**Drive-strength map**

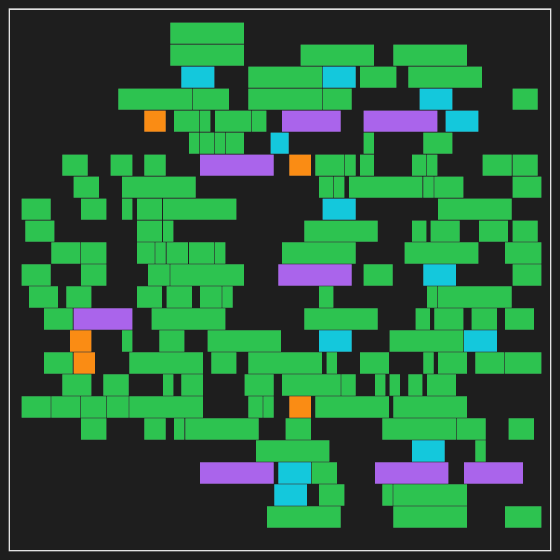
**Cell classes on the final placement**

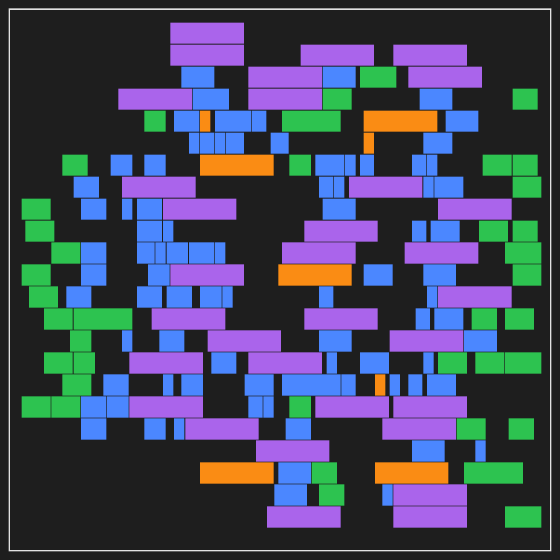
**Wiring heat map**

Scale bar: 20 µm. The die is cut into 13 by 13 equal tiles; dark blue is low, red is high, scaled to the fullest tile. Values are wire area over tile area, all layers added.
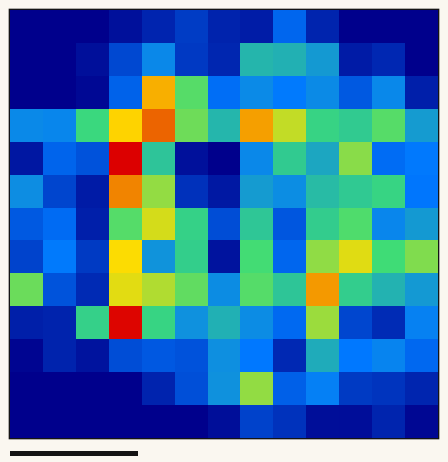
**Routing congestion map**

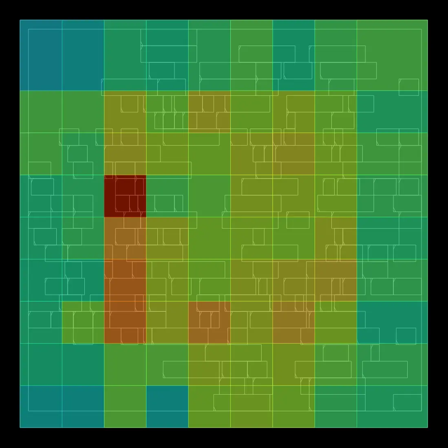
==> config.mk <==
export PLATFORM = sky130hd
export DESIGN_NAME = serial_addsub
export DESIGN_NICKNAME = d
export VERILOG_FILES = /design/src/rtl/serial_addsub_pkg.sv /design/src/rtl/serial_addsub_fa_cell.sv /design/src/rtl/serial_addsub.sv
export SDC_FILE = /design/constraint.sdc
export NUM_CORES = 1
export LEC_CHECK = 0
export CORE_UTILIZATION = 35
export CTS_BUF_LIST = sky130_fd_sc_hd__clkbuf_16
export CTS_CLUSTER_DIAMETER = 120
export DETAILED_ROUTE_END_ITERATION = 16
export MAX_ROUTING_LAYER = met4
export SLEW_MARGIN = 20
export SYNTH_ARGS = -nofsm -noshare
export SYNTH_HDL_FRONTEND = slang
export SYNTH_SLANG_ARGS = --single-unit
==> constraint.sdc <==
create_clock -name i_clk -period 1.52 [get_ports i_clk]
set_input_delay 0.304 -clock i_clk [delete_from_list [all_inputs] [get_ports i_clk]]
set_output_delay 0.304 -clock i_clk [all_outputs]
set_load 0.02 [all_outputs]
==> src/rtl/serial_addsub_pkg.sv <==
// Shared definitions for the bit-serial adder/subtractor.
// state_t  : controller state (IDLE, RUN), 1-bit encoding.
// ST_IDLE / ST_RUN : plain constants matching the enum for tools without enum support.
package serial_addsub_pkg;

   typedef enum logic {
      IDLE = 1'b0,
      RUN  = 1'b1
   } state_t;

   localparam logic ST_IDLE = 1'b0;
   localparam logic ST_RUN  = 1'b1;

endpackage

==> src/rtl/serial_addsub_fa_cell.sv <==
// Combinational one-bit full adder, reusable by serial arithmetic blocks.
// i_x, i_y : operand bits
// i_ci     : carry in
// o_s      : sum bit
// o_co     : carry out (majority of the three inputs)
module fa_cell (
   input  logic i_x,
   input  logic i_y,
   input  logic i_ci,
   output logic o_s,
   output logic o_co
);

   assign o_s  = i_x ^ i_y ^ i_ci;
   assign o_co = (i_x & i_y) | (i_x & i_ci) | (i_y & i_ci);

endmodule

==> src/rtl/serial_addsub.sv <==
// Bit-serial adder/subtractor: one bit per clock, LSB first, through a single
// full-adder cell with a registered carry. start/busy/done handshake.
// i_clk   : clock, rising edge
// i_rst   : asynchronous active-high reset
// i_start : request, sampled only while idle
// i_sub   : 0 = a+b, 1 = a-b (sampled with start)
// i_a/i_b : operands (sampled with start)
// o_busy  : operation in progress
// o_done  : one-cycle pulse when o_sum/o_cout/o_ovf update
// o_sum   : result, held until the next completion
// o_cout  : carry out of MSB (subtract: 1 = no borrow)
// o_ovf   : signed overflow
//
// state | meaning
// IDLE  | waiting for start; results held
// RUN   | shifting one bit per clock through the full adder
module serial_addsub
   import serial_addsub_pkg::*;
#(
   parameter int WIDTH = 8
) (
   input  logic             i_clk,
   input  logic             i_rst,
   input  logic             i_start,
   input  logic             i_sub,
   input  logic [WIDTH-1:0] i_a,
   input  logic [WIDTH-1:0] i_b,
   output logic             o_busy,
   output logic             o_done,
   output logic [WIDTH-1:0] o_sum,
   output logic             o_cout,
   output logic             o_ovf
);

   localparam int                 CNT_W    = $clog2(WIDTH);
   localparam logic [CNT_W-1:0]   CNT_LAST = CNT_W'(WIDTH - 1);

   state_t             r_state;
   state_t             w_state_nxt;
   logic               w_load;
   logic               w_step;
   logic               w_finish;

   // r_a doubles as the result shift register: each sum bit enters at the MSB
   // as the consumed operand bit leaves at the LSB, so after WIDTH steps it
   // holds the completed result.
   logic [WIDTH-1:0]   r_a;
   logic [WIDTH-1:0]   r_b;
   logic               r_carry;
   logic [CNT_W-1:0]   r_cnt;
   logic [WIDTH-1:0]   r_sum;
   logic               r_cout;
   logic               r_ovf;
   logic               r_done;
   logic               w_s;
   logic               w_c;

   fa_cell u_fa (
      .i_x  (r_a[0]),
      .i_y  (r_b[0]),
      .i_ci (r_carry),
      .o_s  (w_s),
      .o_co (w_c)
   );

   always_ff @(posedge i_clk or posedge i_rst) begin
      if (i_rst) begin
         r_state <= IDLE;
      end else begin
         r_state <= w_state_nxt;
      end
   end

   always_comb begin
      w_state_nxt = r_state;
      w_load      = 1'b0;
      w_step      = 1'b0;
      w_finish    = 1'b0;
      case (r_state)
         IDLE: begin
            if (i_start) begin
               w_load      = 1'b1;
               w_state_nxt = RUN;
            end
         end
         RUN: begin
            w_step = 1'b1;
            if (r_cnt == CNT_LAST) begin
               w_finish    = 1'b1;
               w_state_nxt = IDLE;
            end
         end
         default: w_state_nxt = IDLE;
      endcase
   end

   always_ff @(posedge i_clk or posedge i_rst) begin
      if (i_rst) begin
         r_a     <= '0;
         r_b     <= '0;
         r_carry <= 1'b0;
         r_cnt   <= '0;
         r_sum   <= '0;
         r_cout  <= 1'b0;
         r_ovf   <= 1'b0;
         r_done  <= 1'b0;
      end else begin
         r_done <= w_finish;
         if (w_load) begin
            // Subtraction: a + ~b + 1, the +1 coming in as the initial carry.
            r_a     <= i_a;
            r_b     <= i_sub ? ~i_b : i_b;
            r_carry <= i_sub;
            r_cnt   <= '0;
         end else if (w_step) begin
            r_a     <= {w_s, r_a[WIDTH-1:1]};
            r_b     <= {1'b0, r_b[WIDTH-1:1]};
            r_carry <= w_c;
            r_cnt   <= r_cnt + 1'b1;
         end
         if (w_finish) begin
            // On the last step r_carry is the carry into the MSB.
            r_sum  <= {w_s, r_a[WIDTH-1:1]};
            r_cout <= w_c;
            r_ovf  <= r_carry ^ w_c;
         end
      end
   end

   assign o_busy = (r_state == RUN);
   assign o_done = r_done;
   assign o_sum  = r_sum;
   assign o_cout = r_cout;
   assign o_ovf  = r_ovf;

endmodule
==> run_results.csv <==
group,metric,value,unit
yosys,top_area_cell,"dfrtp_1",
yosys,top_area_share,54.5,%
die,ioPinCount,32,
final_timing,drv_slew,0,
placement,dp.cells,204,
placement,dp_hpwl,1880,µm
route,viasPerCell,4.95,
final_timing,skew,0.00249,ns
die,die_w,66.8,µm
yosys,flop_cell,"dfrtp_1",
yosys,async_reset_ff_share,100,%
global_routing,antenna_found_initial,0,
clocking,cts_hold_buf,0,
route,wl_met2,1210,µm
power_and_ir_drop,peakVddDrop,0.000557,V
route,wl_met1,1220,µm
global_routing,grt_remaining_overflow,0,
cells_and_area,fin_nets,184,
cells_and_area,final_cell_mix,"dfrtp_1 (32), clkdlybuf4s50_1 (19), nand2_1 (17)",
run,warnings,26,
clocking,cts_max_level,2,
setup_path,cpPeakStageDelay,0.38,ns
setup_path,critPathTopFamily,"adder cells",
yosys,xor_area_share,5.37,%
cells_and_area,comb_area_share,30.2,%
route,wl_met3,186,µm
yosys,top_cells_by_count,"dfrtp_1 (32), nand2_1 (18), mux2_2 (11)",
yosys,ys.flops,32,
route,top_layer,"met4",
setup_path,rr_worst_depth,5,
final_timing,finalSetupViolCount,0,
yosys,yosys-stat-cells,123,
global_routing,grt_pass1_vias,983,
route,antenna_left,0,
cells_and_area,top_area_cell_class,"registers",
cells_and_area,num_antenna_cells,0,
outcome,status,"finished, final reports clean",
cells_and_area,layout.area.seq,801,µm²
global_routing,grt_pass1_wl,4390,µm
yosys,synth_area,0.00147,mm²
final_timing,tns,0,ns
placement,place_area,0.00189,mm²
placement,place_congestion,0.714,
final_timing,layout_min_cycle_time,1.45,ns
setup_path,end_kind,"flip-flop",
setup_path,crit_path_end,"o_sum[3]",
power_and_ir_drop,powerDensity,1850,mW/mm²
clocking,clockRootBuffer,"clkbuf_16",
run,maxCapViolations,0,
yosys,logic_family,"multiplexers",
die,dieArea,0.00446,mm²
final_timing,slew-limit-headroom,81.2,%
yosys,compound_area_share,8.43,%
power_and_ir_drop,intPower,2.52,mW
yosys,ys_chip_area,0.00147,mm²
setup_path,critPathLaunchType,"flip-flop",
yosys,synth_warnings,0,
power_and_ir_drop,power,3.74,mW
route,drc,0,
cells_and_area,combGateArea,613,µm²
clocking,clk_pin_slew,0.05,ns
Back to the opening pictures, 'drive-strength map':
[green] x1 and smaller | cells: 137 | share: 85%
[purple] x6 and larger | cells: 8 | share: 4.9%
[cyan] x2 | cells: 12 | share: 7.4%
[orange] x3 and x4 | cells: 5 | share: 3.1%
area grow syn2layout: 38.1%
final setup margin: 0.0671 ns
Design Area, Final: 0.00203 mm²

Back to the opening pictures, 'cell classes on the final placement':
[purple] registers | cells: 32 | share of their area: 41%
[orange] clock drivers and dummy loads | cells: 8 | share of their area: 6.9%
[green] remaining buffers and delay cells | cells: 39 | share of their area: 21%
[blue] remaining logic cells | cells: 83 | share of their area: 32%
Layout Utilization: 50.3%
Site Rows: 23
core area: 0.00403 mm²

Back to the opening pictures, 'wiring heat map':
tiles over half the peak: 18%
mean over tiles: 0.097
densest ninth of the die: east
fullest tile: 0.36
nearly empty tiles: 15%
mean routed wirelength per cell: 12.6 µm
GRT Total Usage: 14.2%
Via Count: 1049
overall routed net length: 2670 µm

Back to the opening pictures, 'routing congestion map':
GRT busiest layer: met2
routing usage on met1: 16.6%

Power and IR drop assume default switching activity.
